run_1/clock_wires.png
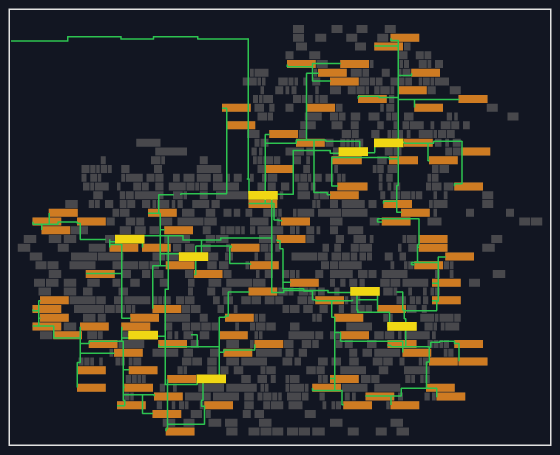
run_1/placed.png
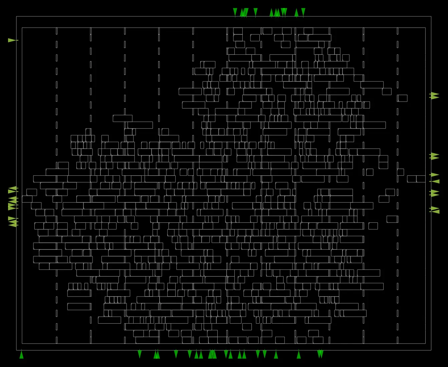
run_1/class_map.png
Scale bar: 50 µm. Fill, decap, tap and diode cells in gray.
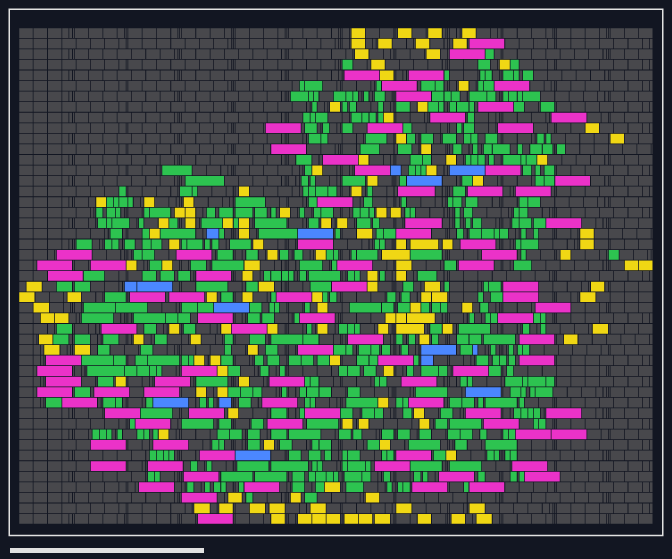
run_1/floorplan.png
Pins as bars on the die edge. Tap cells in gray.
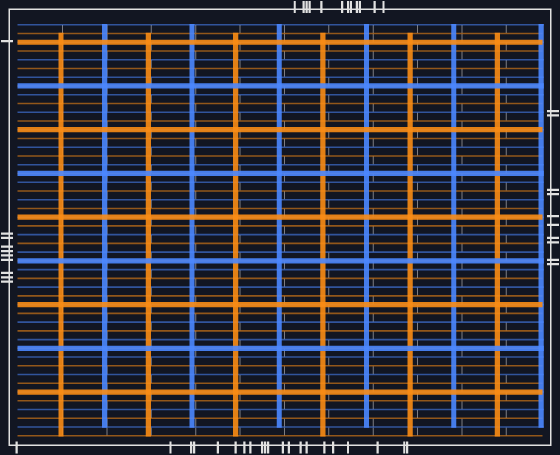
File: src/rtl/multi_alarm_pkg.sv
// Shared types and constants for the multi-alarm unit: edit FSM encoding,
// BCD digit type, digit wrap limits and the digit increment helper.
package multi_alarm_pkg;

    typedef logic [3:0] bcd_t;

    localparam logic [2:0] ST_IDLE   = 3'd0;
    localparam logic [2:0] ST_SET_M0 = 3'd1;
    localparam logic [2:0] ST_SET_M1 = 3'd2;
    localparam logic [2:0] ST_SET_H0 = 3'd3;
    localparam logic [2:0] ST_SET_H1 = 3'd4;
    localparam logic [2:0] ST_ARM    = 3'd5;

    typedef enum logic [2:0] {
        S_IDLE   = ST_IDLE,
        S_SET_M0 = ST_SET_M0,
        S_SET_M1 = ST_SET_M1,
        S_SET_H0 = ST_SET_H0,
        S_SET_H1 = ST_SET_H1,
        S_ARM    = ST_ARM
    } edit_state_e;

    localparam bcd_t M0_MAX     = 4'd9;
    localparam bcd_t M1_MAX     = 4'd5;
    localparam bcd_t H0_MAX     = 4'd9;
    localparam bcd_t H1_MAX     = 4'd2;
    localparam bcd_t H0_MAX_H20 = 4'd3;

    typedef struct packed {
        bcd_t h1;
        bcd_t h0;
        bcd_t m1;
        bcd_t m0;
    } alarm_time_t;

    function automatic bcd_t bcd_inc(input bcd_t d, input bcd_t lim);
        if (d >= lim) begin
            return 4'd0;
        end else begin
            return d + 4'd1;
        end
    endfunction

endpackage

File: src/rtl/alarm_channel.sv
// One alarm channel: stored time, arm flag, time comparator, ring window and
// (when SNOOZE_EN is defined) the snooze countdown.
module alarm_channel
    import multi_alarm_pkg::*;
#(
    parameter int SNOOZE_MIN = 5,
    parameter int RING_MIN   = 3
) (
    input  logic        clk,
    input  logic        rst,
    input  logic        min_tick_i,
    input  alarm_time_t cur_time_i,
    input  logic        wr_en_i,
    input  alarm_time_t wr_time_i,
    input  logic        tgl_en_i,
    input  logic        editing_i,
    input  logic        clr_ring_i,
    input  logic        ack_i,
    input  logic        snooze_i,
    output alarm_time_t time_o,
    output logic        en_o,
    output logic        ring_o
);

    alarm_time_t time_q, time_d;
    logic        en_q, en_d;
    logic        ring_q, ring_d;
    logic [3:0]  rcnt_q, rcnt_d;
    logic        match_s;

`ifdef SNOOZE_EN
    logic [3:0]  snz_q, snz_d;
`else
    logic        unused_snooze_s;
    assign unused_snooze_s = snooze_i;
`endif

    assign match_s = en_q && !editing_i && (time_q == cur_time_i);

    // Next-state: ack beats snooze beats edit-entry clear beats a minute match
    always_comb begin
        time_d = time_q;
        en_d   = en_q;
        ring_d = ring_q;
        rcnt_d = rcnt_q;
`ifdef SNOOZE_EN
        snz_d  = snz_q;
`endif
        if (wr_en_i) begin
            time_d = wr_time_i;
        end else begin
            time_d = time_q;
        end
        if (tgl_en_i) begin
            en_d = !en_q;
        end else begin
            en_d = en_q;
        end
        if (ack_i) begin
            ring_d = 1'b0;
            rcnt_d = 4'd0;
`ifdef SNOOZE_EN
            snz_d  = 4'd0;
`endif
        end
`ifdef SNOOZE_EN
        else if (snooze_i && ring_q) begin
            ring_d = 1'b0;
            rcnt_d = 4'd0;
            snz_d  = 4'(SNOOZE_MIN);
        end
`endif
        else if (clr_ring_i) begin
            ring_d = 1'b0;
            rcnt_d = 4'd0;
        end else if (min_tick_i) begin
            if (match_s) begin
                ring_d = 1'b1;
                rcnt_d = 4'(RING_MIN);
            end else if (ring_q && (rcnt_q <= 4'd1)) begin
                ring_d = 1'b0;
                rcnt_d = 4'd0;
            end else if (ring_q) begin
                rcnt_d = rcnt_q - 4'd1;
            end else begin
                rcnt_d = rcnt_q;
            end
`ifdef SNOOZE_EN
            // Snooze expiry restarts a full ring window
            if (snz_q != 4'd0) begin
                snz_d = snz_q - 4'd1;
                if (snz_q == 4'd1) begin
                    ring_d = 1'b1;
                    rcnt_d = 4'(RING_MIN);
                end else begin
                    ring_d = ring_d;
                end
            end else begin
                snz_d = snz_q;
            end
`endif
        end else begin
            ring_d = ring_q;
        end
    end

    // Channel state registers
    always_ff @(posedge clk or posedge rst) begin
        if (rst) begin
            time_q <= alarm_time_t'(16'h0000);
            en_q   <= 1'b0;
            ring_q <= 1'b0;
            rcnt_q <= 4'd0;
`ifdef SNOOZE_EN
            snz_q  <= 4'd0;
`endif
        end else begin
            time_q <= time_d;
            en_q   <= en_d;
            ring_q <= ring_d;
            rcnt_q <= rcnt_d;
`ifdef SNOOZE_EN
            snz_q  <= snz_d;
`endif
        end
    end

    assign time_o = time_q;
    assign en_o   = en_q;
    assign ring_o = ring_q;

endmodule

File: src/rtl/multi_alarm_unit.sv
// Multi-channel alarm clock: digit-by-digit edit FSM plus NUM_ALARMS channels.
// Optional snooze support is compiled in with the SNOOZE_EN macro.
module multi_alarm_unit
    import multi_alarm_pkg::*;
#(
    parameter int NUM_ALARMS = 4,
    parameter int SNOOZE_MIN = 5,
    parameter int RING_MIN   = 3,
    localparam int SEL_W     = (NUM_ALARMS > 1) ? $clog2(NUM_ALARMS) : 1
) (
    input  logic                  clk,
    input  logic                  rst,
    input  logic                  min_tick,
    input  logic [3:0]            cur_h1,
    input  logic [3:0]            cur_h0,
    input  logic [3:0]            cur_m1,
    input  logic [3:0]            cur_m0,
    input  logic                  mode_btn,
    input  logic                  set_btn,
    input  logic                  ack_btn,
    input  logic                  snooze_btn,
    input  logic [SEL_W-1:0]      sel,
    output logic [3:0]            disp_h1,
    output logic [3:0]            disp_h0,
    output logic [3:0]            disp_m1,
    output logic [3:0]            disp_m0,
    output logic [2:0]            edit_state,
    output logic [NUM_ALARMS-1:0] alarm_en,
    output logic [NUM_ALARMS-1:0] ringing,
    output logic                  buzzer
);

    // Channel array padded to a power of two so any pointer value is in range
    localparam int NCH = 1 << SEL_W;

    edit_state_e       state_q, state_d;
    logic [SEL_W-1:0]  ptr_q, ptr_d;
    logic              buzzer_q;
    logic              wr_en_s, tgl_s, clr_s;
    alarm_time_t       wr_time_s, edit_time_s, disp_time_s, cur_time_s;
    logic [SEL_W-1:0]  disp_idx_s;
    alarm_time_t       chan_time_s [NCH];
    logic [NCH-1:0]    chan_en_s;
    logic [NCH-1:0]    chan_ring_s;

    assign cur_time_s  = '{h1: cur_h1, h0: cur_h0, m1: cur_m1, m0: cur_m0};
    assign edit_time_s = chan_time_s[ptr_q];
    assign disp_idx_s  = (state_q == S_IDLE) ? sel : ptr_q;
    assign disp_time_s = chan_time_s[disp_idx_s];

    // Edit FSM next-state and digit update; mode_btn wins over set_btn
    always_comb begin
        state_d   = state_q;
        ptr_d     = ptr_q;
        wr_en_s   = 1'b0;
        tgl_s     = 1'b0;
        clr_s     = 1'b0;
        wr_time_s = edit_time_s;
        if (mode_btn) begin
            case (state_q)
                S_IDLE: begin
                    state_d = S_SET_M0;
                    ptr_d   = sel;
                    clr_s   = 1'b1;
                end
                S_SET_M0: state_d = S_SET_M1;
                S_SET_M1: state_d = S_SET_H0;
                S_SET_H0: state_d = S_SET_H1;
                S_SET_H1: state_d = S_ARM;
                S_ARM:    state_d = S_IDLE;
                default:  state_d = S_IDLE;
            endcase
        end else if (set_btn) begin
            case (state_q)
                S_SET_M0: begin
                    wr_en_s      = 1'b1;
                    wr_time_s.m0 = bcd_inc(edit_time_s.m0, M0_MAX);
                end
                S_SET_M1: begin
                    wr_en_s      = 1'b1;
                    wr_time_s.m1 = bcd_inc(edit_time_s.m1, M1_MAX);
                end
                S_SET_H0: begin
                    wr_en_s      = 1'b1;
                    wr_time_s.h0 = bcd_inc(edit_time_s.h0,
                                           (edit_time_s.h1 == H1_MAX) ? H0_MAX_H20 : H0_MAX);
                end
                S_SET_H1: begin
                    wr_en_s      = 1'b1;
                    wr_time_s.h1 = bcd_inc(edit_time_s.h1, H1_MAX);
                    // Entering the 20s must never leave an hour above 23
                    if ((wr_time_s.h1 == H1_MAX) && (edit_time_s.h0 > H0_MAX_H20)) begin
                        wr_time_s.h0 = H0_MAX_H20;
                    end else begin
                        wr_time_s.h0 = edit_time_s.h0;
                    end
                end
                S_ARM:   tgl_s = 1'b1;
                default: wr_en_s = 1'b0;
            endcase
        end else begin
            state_d = state_q;
        end
    end

    // FSM, edit pointer and buzzer registers
    always_ff @(posedge clk or posedge rst) begin
        if (rst) begin
            state_q  <= S_IDLE;
            ptr_q    <= {SEL_W{1'b0}};
            buzzer_q <= 1'b0;
        end else begin
            state_q  <= state_d;
            ptr_q    <= ptr_d;
            buzzer_q <= |chan_ring_s;
        end
    end

    for (genvar gi = 0; gi < NCH; gi++) begin : g_ch
        if (gi < NUM_ALARMS) begin : g_real
            alarm_channel #(
                .SNOOZE_MIN (SNOOZE_MIN),
                .RING_MIN   (RING_MIN)
            ) u_chan (
                .clk        (clk),
                .rst        (rst),
                .min_tick_i (min_tick),
                .cur_time_i (cur_time_s),
                .wr_en_i    (wr_en_s && (ptr_q == SEL_W'(gi))),
                .wr_time_i  (wr_time_s),
                .tgl_en_i   (tgl_s && (ptr_q == SEL_W'(gi))),
                .editing_i  ((state_q != S_IDLE) && (ptr_q == SEL_W'(gi))),
                .clr_ring_i (clr_s && (sel == SEL_W'(gi))),
                .ack_i      (ack_btn),
                .snooze_i   (snooze_btn),
                .time_o     (chan_time_s[gi]),
                .en_o       (chan_en_s[gi]),
                .ring_o     (chan_ring_s[gi])
            );
        end else begin : g_pad
            assign chan_time_s[gi] = alarm_time_t'(16'h0000);
            assign chan_en_s[gi]   = 1'b0;
            assign chan_ring_s[gi] = 1'b0;
        end
    end

    assign disp_h1    = disp_time_s.h1;
    assign disp_h0    = disp_time_s.h0;
    assign disp_m1    = disp_time_s.m1;
    assign disp_m0    = disp_time_s.m0;
    assign edit_state = state_q;
    assign alarm_en   = chan_en_s[NUM_ALARMS-1:0];
    assign ringing    = chan_ring_s[NUM_ALARMS-1:0];
    assign buzzer     = buzzer_q;

endmodule

File: config.mk
export PLATFORM = sky130hd
export DESIGN_NAME = multi_alarm_unit
export DESIGN_NICKNAME = d
export VERILOG_FILES = /design/src/rtl/multi_alarm_pkg.sv /design/src/rtl/alarm_channel.sv /design/src/rtl/multi_alarm_unit.sv
export SDC_FILE = /design/constraint.sdc
export NUM_CORES = 1
export LEC_CHECK = 0
export CAP_MARGIN = 30
export CORE_ASPECT_RATIO = 0.8
export CORE_MARGIN = 2
export CORE_UTILIZATION = 30
export DETAILED_ROUTE_END_ITERATION = 10
export PLACE_DENSITY = 0.56
export SKIP_LAST_GASP = 1
export SYNTH_ARGS = -nofsm -noshare
export SYNTH_HDL_FRONTEND = slang
export SYNTH_SLANG_ARGS = --single-unit
File: constraint.sdc
create_clock -name clk -period 2.9 [get_ports clk]
set_input_delay 0.58 -clock clk [delete_from_list [all_inputs] [get_ports clk]]
set_output_delay 0.58 -clock clk [all_outputs]
set_load 0.02 [all_outputs]
==> out/metrics.yaml, run 1 <==
outcome: "finished clean"
critical-path-max-stage-delay_ns: 0.54
hold-path-cell-count: 1
pg_seq_mw: 2.04
share_comb_of_total_power_pct: 56.3
yosys.cell_types.count: 72
path_delay_family: "multiplexers"
logic_family: "simple AND/OR/NAND/NOR gates"
iteration_0_drc_count_of_the_detailed_router: 403
ant_nets: 0
final.hold.worst_slack_ns: 0.5308
num_antenna_cells: 0
portBuffers: 51
comb_area_share_pct: 47.36
postSynthRegisterBits: 94
dominant_logic_cell_type_in_the_layout: "sky130_fd_sc_hd__dfrtp_1"
n_sequential_cell: 94
async_reset_ff_share_pct: 100.0
largest_cell_class: "multi-input combinational cells"
grt_first_pass_wirelength_um: 30660
cp_num_cells: 6
final.period_utilization_pct: 99.92
gr-usage-met2_pct: 25.80
wirelength_um: 19520
total_switching_power_mw: 3.130
power.leakage_nw: 3.482
wirelength_met1_um: 9524
cts.clk_slew.worst_paths_ns: 0.08
hold-path-endpoint: "g_ch[1].g_real.u_chan.rcnt_q[2]$_DFFE_PP0P_"
layout_setup_ws_ns: 0.002238
nonClockBufferCount: 145
drt_drc_violations_left: 0
power_per_cell_area_mw_per_mm2: 891.3
ys_cells: 638
timing_max_transition_violations_final: 0
prevailing_post_synth_register_cell: "sky130_fd_sc_hd__dfrtp_1"
achievable-frequency_ghz: 0.3451
largest_register_ffs: 64
per_cell_via_count_in_the_routed_design: 5.213
critPathCaptureType: "output pin"
seq_area_mm2: 0.002355
final-hold-violation-count: 0
## Picture notes: clock_wires.png
[flip-flops] orange | count: 94
[clock wires] green | length: 1500 µm
[clock-net drivers] yellow | count: 9
flops lie	widely spread
worst skew pair latency: 0.36 ns
Clk pwr share: 15.9%
Layout Skew: 0.01335 ns
reported clock group power: 1.17 mW

## Picture notes: placed.png
Cell Count, Final, Fillers Out: 1029
number of standard-cell rows in the floorplan: 47
register fraction of the total cell area: 28.54%

## Picture notes: class_map.png
class	color	cells
remaining logic cells	green	506
registers	magenta	94
clock drivers and dummy loads	blue	15
remaining buffers and delay cells	yellow	145
final core area utilization: 39.52%
area of the placeable core: 0.02088 mm²
post-route cell area: 0.008250 mm²

## Picture notes: floorplan.png
net	color
VDD	blue
VSS	orange
met4 straps	12
tap cells	269
width of the chip: 167.9 µm
vertical die size: 135.1 µm

--- run 2 (diff from run 1) ---
CORE_UTILIZATION = 41   (was 30)
PLACE_DENSITY = 0.7   (was 0.56)
run_2/m2.png
Scale bar: 50 µm.
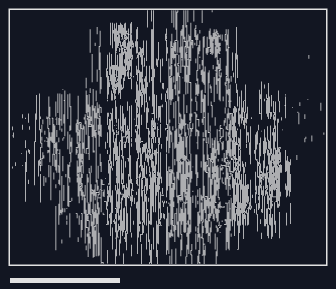
main direction	vertical
longest straight run	47.1 µm
nets with wire on the layer	665
share of all routed wire	46%

run_2/class_map.png
Scale bar: 50 µm. Fill, decap, tap and diode cells in gray.
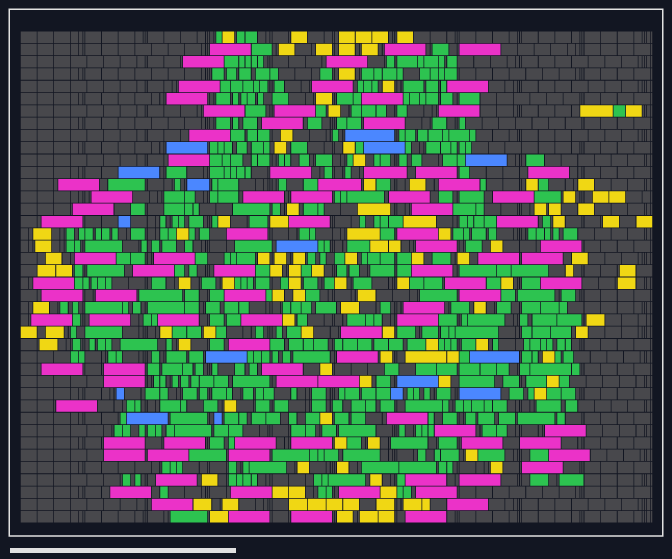
class	color	cells
remaining logic cells	green	506
clock drivers and dummy loads	blue	16
remaining buffers and delay cells	yellow	122
registers	magenta	94

==> run 2 against run 1 <==
Cell area shrank 3.1%. The run now ends with negative setup slack left. Synthesized area unchanged. Routed wire length fell by 3.2%. Fmax shrank 0.82%. Sequential share of layout area up 0.93 points. First-iteration DRC count grew 54%. Core utilization rose by 13 points. Via count grew 3.2%. Non-clock buffer count down 23. Global-route usage grew 5.9 points. Sequential cell count stayed put.
==> out/metrics.yaml, run 2 <==
path_delay_family: "multiplexers"  # unchanged
critPathCaptureType: "output pin"  # unchanged
wirelength_um: 18900  # was 19520 µm
hold-path-cell-count: 1  # unchanged
layout_setup_ws_ns: -0.02179  # was 0.002238 ns
total_switching_power_mw: 3.034  # was 3.130 mW
largest_register_ffs: 64  # unchanged
powerClk_mw: 1.31  # was 1.17 mW
iteration_0_drc_count_of_the_detailed_router: 619  # was 403
outcome: "finished with violations"  # was finished clean
final-hold-violation-count: 0  # unchanged
hold-path-endpoint: "g_ch[0].g_real.u_chan.en_o$_DFFE_PP0P_"  # was g_ch[1].g_real.u_chan.rcnt_q[2]$_DFFE_PP0P_
drt_drc_violations_left: 0  # unchanged
async_reset_ff_share_pct: 100.0  # unchanged
share_comb_of_total_power_pct: 54.0  # was 56.3%
seq-cell-share_pct: 29.47  # was 28.54%
achievable-frequency_ghz: 0.3423  # was 0.3451 GHz
worstSkewPairLatency_ns: 0.35  # was 0.36 ns
final.period_utilization_pct: 100.8  # was 99.92%
logic_family: "simple AND/OR/NAND/NOR gates"  # unchanged
seq_area_mm2: 0.002355  # unchanged
largest_cell_class: "multi-input combinational cells"  # unchanged
grt_first_pass_wirelength_um: 30090  # was 30660 µm
n_sequential_cell: 94  # unchanged
setup_viol: 1  # was 0
postSynthRegisterBits: 94  # unchanged
gr-usage-met2_pct: 37.84  # was 25.80%
floorplan.core_area_mm2: 0.01521  # was 0.02088 mm²
post_route_cell_area_mm2: 0.007991  # was 0.008250 mm²
yosys.cell_types.count: 72  # unchanged
prevailing_post_synth_register_cell: "sky130_fd_sc_hd__dfrtp_1"  # unchanged
nonClkBufAreaFrac_pct: 14.14  # was 15.86%
failed_checks: "negative setup slack"
placement_rows: 40  # was 47
power.leakage_nw: 3.386  # was 3.482 nW
cp_num_cells: 6  # unchanged
wirelength_met1_um: 8282  # was 9524 µm
num_antenna_cells: 0  # unchanged
critical-path-max-stage-delay_ns: 0.51  # was 0.54 ns
die.size.x_um: 144.2  # was 167.9 µm
power.clock.fraction_pct: 17.8  # was 15.9%
cts.clk_slew.worst_paths_ns: 0.07  # was 0.08 ns
pg_seq_mw: 2.08  # was 2.04 mW
instances_no_fill: 948  # was 1029
timing_max_transition_violations_final: 0  # unchanged
portBuffers: 51  # unchanged
--- run 3 (diff from run 2) ---
SKIP_CTS_REPAIR_TIMING = 1   (was unset)
run_3/clock_wires.png
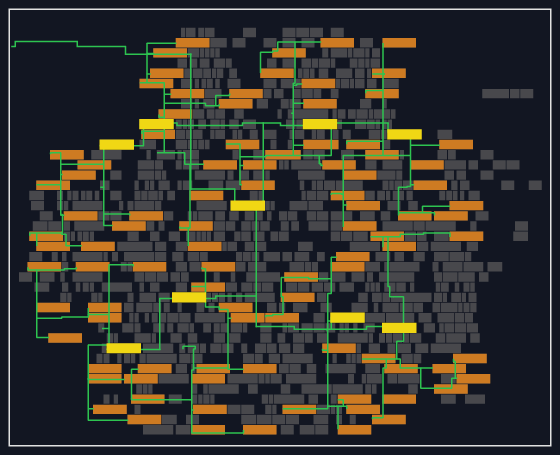
[clock-net drivers] yellow | count: 9
[clock wires] green | length: 1330 µm
[flip-flops] orange | count: 94
flops lie	widely spread
routed clock nets	10

run_3/floorplan.png
Pins as bars on the die edge. Tap cells in gray.
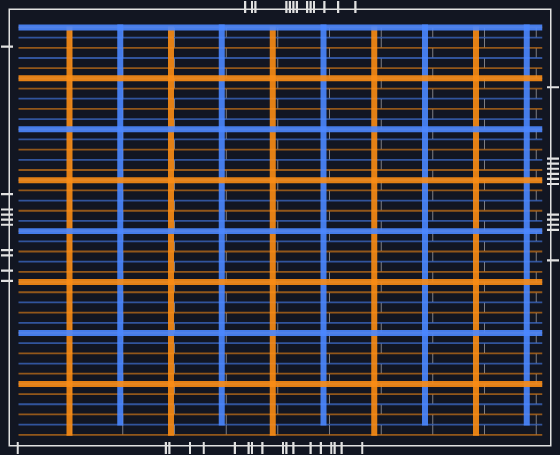
net	color
VSS	orange
VDD	blue
signal pins	53
tap cells	210
met5 straps	8
area of the placeable core: 0.01521 mm²
vertical die size: 116.2 µm

==> run 3 against run 2 <==
Sequential share of layout area is 0.11 points higher. Global-route usage is 0.16 points lower. Critical path depth is 1 lower. The flow still finishes with violations (negative setup slack). Sequential power hardly changed. Synthesized area stayed put. Sequential cell count stayed put. Synthesized cell count stayed put. Core utilization is 0.20 points lower.
==> out/metrics.yaml, run 3 <==
outcome: "finished with violations"  # unchanged
failed_checks: "negative setup slack"  # unchanged
critical-path-max-stage-delay_ns: 0.52  # was 0.51 ns
total_switching_power_mw: 3.036  # was 3.034 mW
ant_nets: 0  # unchanged
worstSkewPairLatency_ns: 0.35  # about the same
wirelength_um: 18900  # about the same
largest_register_ffs: 64  # unchanged
hold-path-endpoint: "g_ch[0].g_real.u_chan.en_o$_DFFE_PP0P_"  # unchanged
async_reset_ff_share_pct: 100.0  # unchanged
critPathCaptureType: "output pin"  # unchanged
final.hold.worst_slack_ns: 0.5088  # was 0.5093 ns
portBuffers: 51  # unchanged
ys_cells: 638  # unchanged
achievable-frequency_ghz: 0.3433  # was 0.3423 GHz
num_antenna_cells: 0  # unchanged
cts.clk_slew.worst_paths_ns: 0.07  # about the same
layout_setup_ws_ns: -0.01285  # was -0.02179 ns
hold-path-cell-count: 1  # unchanged
timing_max_transition_violations_final: 0  # unchanged
seq_area_mm2: 0.002355  # unchanged
fin_util_pct: 52.33  # was 52.52%
grt_first_pass_wirelength_um: 29930  # was 30090 µm
powerClk_mw: 1.30  # was 1.31 mW
gr-usage-met2_pct: 37.43  # was 37.84%
setup_viol: 4  # was 1
prevailing_post_synth_register_cell: "sky130_fd_sc_hd__dfrtp_1"  # unchanged
clock-skew-final_ns: 0.005504  # was 0.005396 ns
largest_cell_class: "multi-input combinational cells"  # unchanged
cp_num_cells: 5  # was 6
final-hold-violation-count: 0  # unchanged
drt_drc_violations_left: 0  # unchanged
share_comb_of_total_power_pct: 53.9  # was 54.0%
Power is estimated from default activity; no workload was simulated.
